==> src/rtl/dsp_mulseq_pkg.sv <==
// Shared definitions for the multi-cycle DSP48E-style multiplier.
//   dsp_mulseq_state_type : sequencer states IDLE/MUL/FIN/DONE
//   DSP_LIMB              : limb width of one DSP multiplier input
//   DSP_MUL1/2/3          : DSP48E opmodes M+0, M+(P>>17), M+P
//   dsp_limbs(width)      : number of 17-bit limbs needed for a width
package dsp_mulseq_pkg;

  typedef enum logic [1:0] {
    IDLE = 2'd0,
    MUL  = 2'd1,
    FIN  = 2'd2,
    DONE = 2'd3
  } dsp_mulseq_state_type;

  localparam int DSP_LIMB = 17;

  // opmode = {Z[2:0], Y[1:0], X[1:0]}; X/Y select M, Z selects the adder's third input
  localparam logic [6:0] DSP_MUL1 = 7'b0000101;  // P = M
  localparam logic [6:0] DSP_MUL2 = 7'b1100101;  // P = M + (P >> 17)
  localparam logic [6:0] DSP_MUL3 = 7'b0100101;  // P = M + P

  function automatic int dsp_limbs(input int width);
    return (width + DSP_LIMB - 1) / DSP_LIMB;
  endfunction

endpackage

==> src/rtl/dsp48_mac_model.sv <==
// Behavioural stand-in for one DSP48E slice used as a 17x17 multiply-accumulate.
// Can be replaced by the vendor primitive without touching the sequencer.
// Ports:
//   clk, rst   : clock, synchronous active-high reset (clears P)
//   ce         : P update enable
//   a, b       : 17-bit unsigned multiplier inputs
//   opmode     : DSP48E opmode; only the Z field [6:4] changes behaviour here
//   p          : 48-bit accumulator register
module dsp48_mac_model
  import dsp_mulseq_pkg::*;
(
  input  logic        clk,
  input  logic        rst,
  input  logic        ce,
  input  logic [16:0] a,
  input  logic [16:0] b,
  input  logic [6:0]  opmode,
  output logic [47:0] p
);

  logic [33:0] m;
  logic [47:0] z;
  logic [47:0] p_n;
  logic        unused_xy;

  // X/Y always route M in this multiplier, so those fields are not decoded
  assign unused_xy = ^opmode[3:0];

  assign m = {17'd0, a} * {17'd0, b};

  always_comb begin
    z = '0;
    case (opmode[6:4])
      DSP_MUL3[6:4]: z = p;
      DSP_MUL2[6:4]: z = {{DSP_LIMB{1'b0}}, p[47:DSP_LIMB]};
      default:       z = '0;
    endcase
  end

  assign p_n = {14'd0, m} + z;

  always_ff @(posedge clk) begin
    if (rst) begin
      p <= '0;
    end else if (ce) begin
      p <= p_n;
    end
  end

endmodule

==> src/rtl/dsp_mulseq.sv <==
// Multi-cycle WIDTH x WIDTH multiplier that walks the partial products of
// 17-bit limbs column by column through a single DSP48E-style MAC.
// Optional signed mode is built when DSP_MULSEQ_SIGNED_EN is defined;
// otherwise sgn is ignored and all operations are unsigned.
// Ports:
//   clk, rst              : clock, synchronous active-high reset
//   in_valid / in_ready   : operand handshake (op_a, op_b, sgn)
//   out_valid / out_ready : result handshake (result, 2*WIDTH bits)
//   busy                  : an operation is in flight
//   dsp_opmode            : opmode of the product issued this cycle, 0 otherwise
//   dsp_alumode           : always 0 (add)
module dsp_mulseq
  import dsp_mulseq_pkg::*;
#(
  parameter int WIDTH = 32
) (
  input  logic               clk,
  input  logic               rst,
  input  logic               in_valid,
  output logic               in_ready,
  input  logic [WIDTH-1:0]   op_a,
  input  logic [WIDTH-1:0]   op_b,
  input  logic               sgn,
  output logic               out_valid,
  input  logic               out_ready,
  output logic [2*WIDTH-1:0] result,
  output logic               busy,
  output logic [6:0]         dsp_opmode,
  output logic [3:0]         dsp_alumode
);

  localparam int N     = dsp_limbs(WIDTH);
  localparam int EXT_W = DSP_LIMB * N;
  localparam int CW    = $clog2(2 * N) + 1;
  localparam int ASM_W = DSP_LIMB * (2 * N - 1) + 48;
  localparam logic [CW-1:0] NM1      = CW'(N - 1);
  localparam logic [CW-1:0] LAST_COL = CW'(2 * N - 2);

  dsp_mulseq_state_type state, state_n;

  logic [EXT_W-1:0]   a_q, b_q;
  logic [CW-1:0]      col_q, idx_q, col_n, idx_n;
  logic [CW-1:0]      col_inc, jdx, imin, imax, imin_next;
  logic               first_in_col, last_in_col;
  logic [16:0]        a_limb, b_limb;
  logic [6:0]         opmode;
  logic               mac_ce, limb_we;
  logic [47:0]        p;
  logic [16:0]        limb_q [2*N-1];
  logic [ASM_W-1:0]   asm_v;
  logic [2*WIDTH-1:0] asm_lo;
  logic [2*WIDTH-1:0] result_q;
  logic               unused_asm;

`ifdef DSP_MULSEQ_SIGNED_EN
  logic neg_q;

  // -2^(WIDTH-1) wraps to 2^(WIDTH-1), which is the correct unsigned magnitude
  function automatic logic [WIDTH-1:0] magnitude(input logic [WIDTH-1:0] v, input logic s);
    return (s && v[WIDTH-1]) ? (~v + 1'b1) : v;
  endfunction

  function automatic logic [2*WIDTH-1:0] negate(input logic [2*WIDTH-1:0] v);
    return ~v + 1'b1;
  endfunction
`else
  logic unused_sgn;
  assign unused_sgn = sgn;
`endif

  // ---- column/limb index bookkeeping ----
  assign col_inc   = col_q + 1'b1;
  assign jdx       = col_q - idx_q;
  assign imin      = (col_q > NM1) ? (col_q - NM1) : '0;
  assign imax      = (col_q < NM1) ? col_q : NM1;
  assign imin_next = (col_inc > NM1) ? (col_inc - NM1) : '0;
  assign first_in_col = (idx_q == imin);
  assign last_in_col  = (idx_q == imax);

  always_comb begin
    a_limb = '0;
    b_limb = '0;
    for (int i = 0; i < N; i++) begin
      if (idx_q == CW'(i)) a_limb = a_q[i*DSP_LIMB +: DSP_LIMB];
      if (jdx == CW'(i))   b_limb = b_q[i*DSP_LIMB +: DSP_LIMB];
    end
  end

  // ---- sequencer ----
  always_comb begin
    state_n = state;
    col_n   = col_q;
    idx_n   = idx_q;
    opmode  = '0;
    mac_ce  = 1'b0;
    limb_we = 1'b0;
    case (state)
      IDLE: begin
        if (in_valid) begin
          state_n = MUL;
          col_n   = '0;
          idx_n   = '0;
        end
      end
      MUL: begin
        mac_ce = 1'b1;
        if (first_in_col && col_q == '0) opmode = DSP_MUL1;
        else if (first_in_col)           opmode = DSP_MUL2;
        else                             opmode = DSP_MUL3;
        // entering a new column: P still holds the finished previous column
        limb_we = first_in_col && (col_q != '0);
        if (last_in_col) begin
          if (col_q == LAST_COL) begin
            state_n = FIN;
          end else begin
            col_n = col_inc;
            idx_n = imin_next;
          end
        end else begin
          idx_n = idx_q + 1'b1;
        end
      end
      FIN:  state_n = DONE;
      DONE: if (out_ready) state_n = IDLE;
      default: state_n = IDLE;
    endcase
  end

  always_ff @(posedge clk) begin
    if (rst) begin
      state <= IDLE;
      col_q <= '0;
      idx_q <= '0;
    end else begin
      state <= state_n;
      col_q <= col_n;
      idx_q <= idx_n;
    end
  end

  // ---- operand capture at accept ----
  always_ff @(posedge clk) begin
    if (state == IDLE && in_valid) begin
`ifdef DSP_MULSEQ_SIGNED_EN
      a_q <= EXT_W'(magnitude(op_a, sgn));
      b_q <= EXT_W'(magnitude(op_b, sgn));
`else
      a_q <= EXT_W'(op_a);
      b_q <= EXT_W'(op_b);
`endif
    end
  end

`ifdef DSP_MULSEQ_SIGNED_EN
  always_ff @(posedge clk) begin
    if (rst) begin
      neg_q <= 1'b0;
    end else if (state == IDLE && in_valid) begin
      neg_q <= sgn & (op_a[WIDTH-1] ^ op_b[WIDTH-1]);
    end
  end
`endif

  // ---- MAC stage ----
  dsp48_mac_model u_mac (
    .clk    (clk),
    .rst    (rst),
    .ce     (mac_ce),
    .a      (a_limb),
    .b      (b_limb),
    .opmode (opmode),
    .p      (p)
  );

  always_ff @(posedge clk) begin
    for (int k = 0; k < 2*N-1; k++) begin
      if (limb_we && col_q == CW'(k + 1)) limb_q[k] <= p[16:0];
    end
  end

  // ---- result assembly: completed column limbs below, final P on top ----
  always_comb begin
    asm_v = '0;
    for (int k = 0; k < 2*N-2; k++) asm_v[k*DSP_LIMB +: DSP_LIMB] = limb_q[k];
    asm_v[(2*N-2)*DSP_LIMB +: 48] = p;
  end

  assign asm_lo     = asm_v[2*WIDTH-1:0];
  assign unused_asm = ^asm_v[ASM_W-1:2*WIDTH];

  always_ff @(posedge clk) begin
    if (rst) begin
      result_q <= '0;
    end else if (state == FIN) begin
`ifdef DSP_MULSEQ_SIGNED_EN
      result_q <= neg_q ? negate(asm_lo) : asm_lo;
`else
      result_q <= asm_lo;
`endif
    end
  end

  assign in_ready    = (state == IDLE);
  assign out_valid   = (state == DONE);
  assign busy        = (state != IDLE);
  assign result      = result_q;
  assign dsp_opmode  = opmode;
  assign dsp_alumode = 4'd0;

endmodule
==> config.mk <==
export PLATFORM = sky130hd
export DESIGN_NAME = dsp_mulseq
export DESIGN_NICKNAME = d
export VERILOG_FILES = /design/src/rtl/dsp_mulseq_pkg.sv /design/src/rtl/dsp48_mac_model.sv /design/src/rtl/dsp_mulseq.sv
export SDC_FILE = /design/constraint.sdc
export NUM_CORES = 1
export LEC_CHECK = 0
export CAP_MARGIN = 25
export CORE_MARGIN = 1.5
export CORE_UTILIZATION = 50
export CTS_CLUSTER_DIAMETER = 200
export DETAILED_ROUTE_END_ITERATION = 6
export DONT_BUFFER_PORTS = 1
export MAX_ROUTING_LAYER = met4
export SLEW_MARGIN = 20
export SYNTH_ARGS = -nofsm -noshare
export SYNTH_HDL_FRONTEND = slang
export SYNTH_SLANG_ARGS = --single-unit
==> constraint.sdc <==
create_clock -name clk -period 9.8 [get_ports clk]
set_input_delay 1.47 -clock clk [delete_from_list [all_inputs] [get_ports clk]]
set_output_delay 1.47 -clock clk [all_outputs]
set_load 0.02 [all_outputs]
run_1/met2.png
Drawn at 2 px/um. Cells faint in the background.
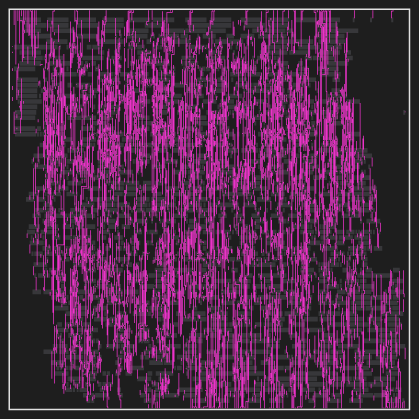
2121 nets have wire on it. The layer holds 50% of the routed length. The layer carries 24.4 mm of wire. The longest straight run is 109 um.

run_1/pins.png
Drawn at 1.5 px/um. Pins as bars across the die edge, other pins in gray.
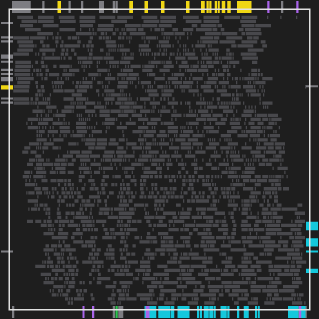
Key: purple = dsp_opmode [pins 7, direction output, edge 5 bottom, 2 top]; green = in_ready [pins 1, direction output, edge bottom]; yellow = op_b [pins 32, direction input, edge 30 top, 2 left]; cyan = result [pins 64, direction output, edge 53 bottom, 11 right]
height of the die: 199 um
I/O Buffers: 0
die extent in x: 199 um

==> impl_metrics.tcl, run 1 <==
# yosys + openroad results
set metrics [dict create \
    status "finished, final reports clean" \
    clockBufferDepth 3 \
    min_path_cells 2 \
    seq_share 0.257 \
    cp.depth 29 \
    worst_ep_required_time_ns 10.23 \
    critPathMostFrequentCell "fa_1" \
    rsz0062_at_grt "no" \
    dp_hpwl_um 39600 \
    dominant_cells "multi-input combinational cells" \
    grt_pass1_wl_um 76400 \
    finalHoldViolations 0 \
    cp-start-kind "flip-flop" \
    num_rows 71 \
    ff_count 218 \
    cp-startpoint "col_q[0]" \
    grtUsageTotal 0.261 \
    rr_startpoint "col_q[0]" \
    logic_area_um2 12300 \
    drc_errors 0 \
    final_area_um2 20800 \
    logic_family "adder cells" \
    wire_per_inst_um 19.5 \
    synthToLayoutAreaGrowth_pct 7.90 \
    taps 511 \
    crit_fanout 15 \
    cts-root-buf "clkbuf_16" \
    crit_path_end_kind "flip-flop" \
    viasPerCell 5.49 \
    yosys.area_share.simple 0.134 \
    cts-resized-gates 0 \
    grt-busiest-layer "met2" \
    postCtsSetupBuffers 0 \
    r2r_slack_ns 0.98 \
    critPathSlowestCell "xnor2_1" \
    grt-ovfl-total 0 \
    grt_max_degree 118 \
    vias 13800 \
    sh_comb_area 0.593 \
    max_cap_viol_count 0 \
    cp-endpoint "u_mac.p[42]" \
    ys_ff 218 \
    chipArea_um2 39800 \
    ys_chip_area_um2 19300 \
    fp_util 0.510 \
    clock_buffers 34 \
    arrival_ns 9.24 \
    drive_gt1_frac 0.0651 \
    topCellsByArea "fa_1 27%, edfxtp_1 15%, dfxtp_1 12%" \
    nets 2445 \
    final-nonclk-buf-share 0.0216 \
    hp-class "flip-flop to flip-flop" \
    compound_area_frac 0.0797 \
    yosys.area.top_type "fa_1" \
    dp_slack_ns 1.05 \
    met1_length_um 20600 \
    worst-setup-path-type "flip-flop to flip-flop" \
    period_used_share 0.900 \
    dr_wl_met3_um 2610 \
    routabilityCongestion 0.940 \
    fmax_mhz 113 \
    synth-xor-area-share 0.0163 \
    logic_gates 1357 \
    final-setup-viol-count 0 \
    utilization 0.550 \
    tool_warnings 40 \
]
run_1/clock_map.png
Drawn at 3 px/um.
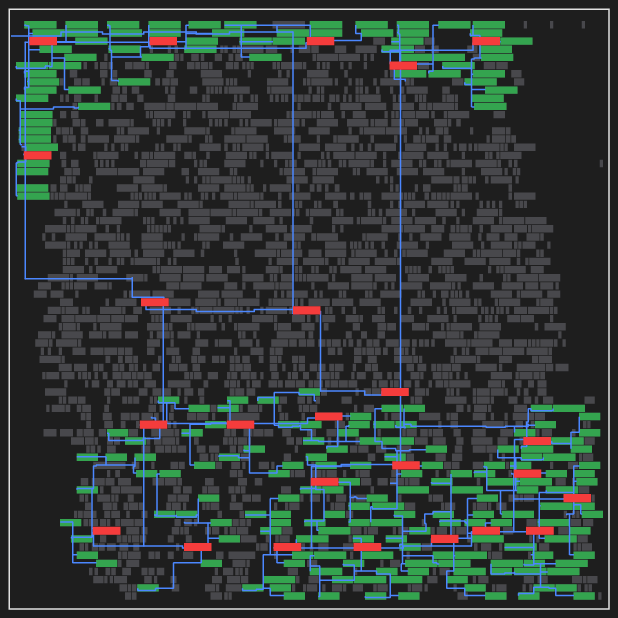
Key: green = flip-flops [count 218]; blue = clock wires [length 2840 um]; red = cells driving clock nets [count 24]
Position of the flops: spread over the die.

==> run 2, diff against run 1 <==
- HOLD_SLACK_MARGIN: not set -> 0.06
run_2/pins.png
Drawn at 1.5 px/um. Pins as bars across the die edge, other pins in gray.
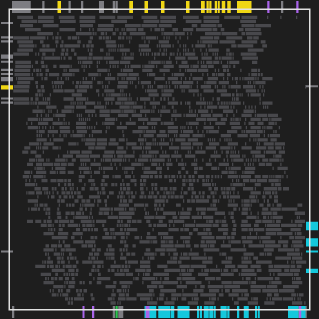
Key: green = in_ready [pins 1, direction output, edge bottom]; purple = dsp_opmode [pins 7, direction output, edge 5 bottom, 2 top]; cyan = result [pins 64, direction output, edge 53 bottom, 11 right]; yellow = op_b [pins 32, direction input, edge 30 top, 2 left]

==> run 2 against run 1 <==
- hold slack unchanged
- highest routed layer unchanged
- setup slack unchanged
- register-to-register slack is essentially flat
- critical path depth unchanged
- non-clock buffer count stayed put
- area after synthesis unchanged
- critical path type unchanged
- sequential share of layout area unchanged
- via count did not move
- first-iteration DRC count did not move
==> impl_metrics.tcl, run 2 <==
# yosys + openroad results
set metrics [dict create \
    status "finished, final reports clean" \
    arrival_ns 9.24 \
    die_y_um 199 \
    r2r_slack_ns 0.98 \
    finalHoldViolations 0 \
    taps 511 \
    grt_max_degree 118 \
    io_buffers 0 \
    fmax_mhz 113 \
    clock_buffers 34 \
    grt-ovfl-total 0 \
    drc_errors 0 \
    worst_ep_required_time_ns 10.23 \
    grt-busiest-layer "met2" \
    final-nonclk-buf-share 0.0216 \
    ff_count 218 \
    wire_per_inst_um 19.5 \
    drive_gt1_frac 0.0651 \
    min_path_cells 2 \
    grtUsageTotal 0.261 \
    worst-setup-path-type "flip-flop to flip-flop" \
    num_rows 71 \
    cp-endpoint "u_mac.p[42]" \
    cts-resized-gates 0 \
    postCtsSetupBuffers 0 \
    dominant_cells "multi-input combinational cells" \
    critPathSlowestCell "xnor2_1" \
    sh_comb_area 0.593 \
    viasPerCell 5.49 \
    rr_startpoint "col_q[0]" \
    tool_warnings 40 \
    critPathMostFrequentCell "fa_1" \
    chipArea_um2 39800 \
    max_cap_viol_count 0 \
    routabilityCongestion 0.940 \
    nets 2445 \
    grt_pass1_wl_um 76400 \
    clockBufferDepth 3 \
    die_w_um 199 \
    final-setup-viol-count 0 \
    logic_family "adder cells" \
    yosys.area.top_type "fa_1" \
    vias 13800 \
    logic_gates 1357 \
    met1_length_um 20600 \
    rsz0062_at_grt "no" \
    final_area_um2 20800 \
    logic_area_um2 12300 \
    crit_fanout 15 \
    crit_path_end_kind "flip-flop" \
    fp_util 0.510 \
    cp.depth 29 \
]
run_2/clock_map.png
Drawn at 3 px/um.
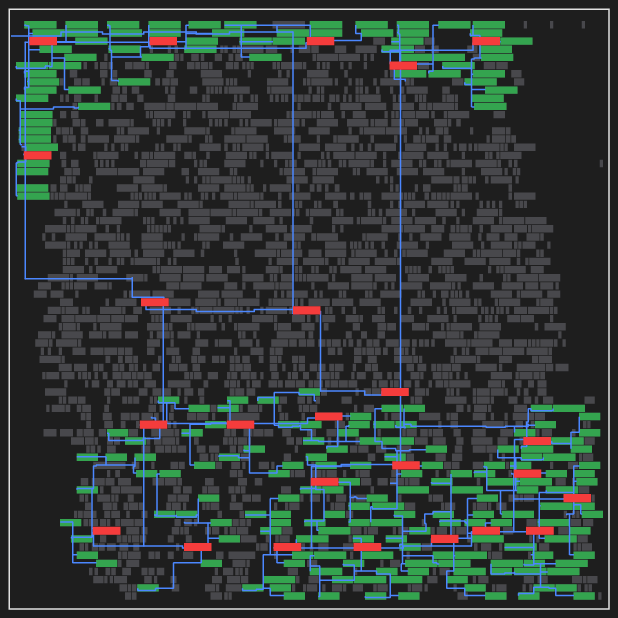
Key: red = cells driving clock nets [count 24]; green = flip-flops [count 218]; blue = clock wires [length 2840 um]
Position of the flops: spread over the die. There are 25 routed clock nets.

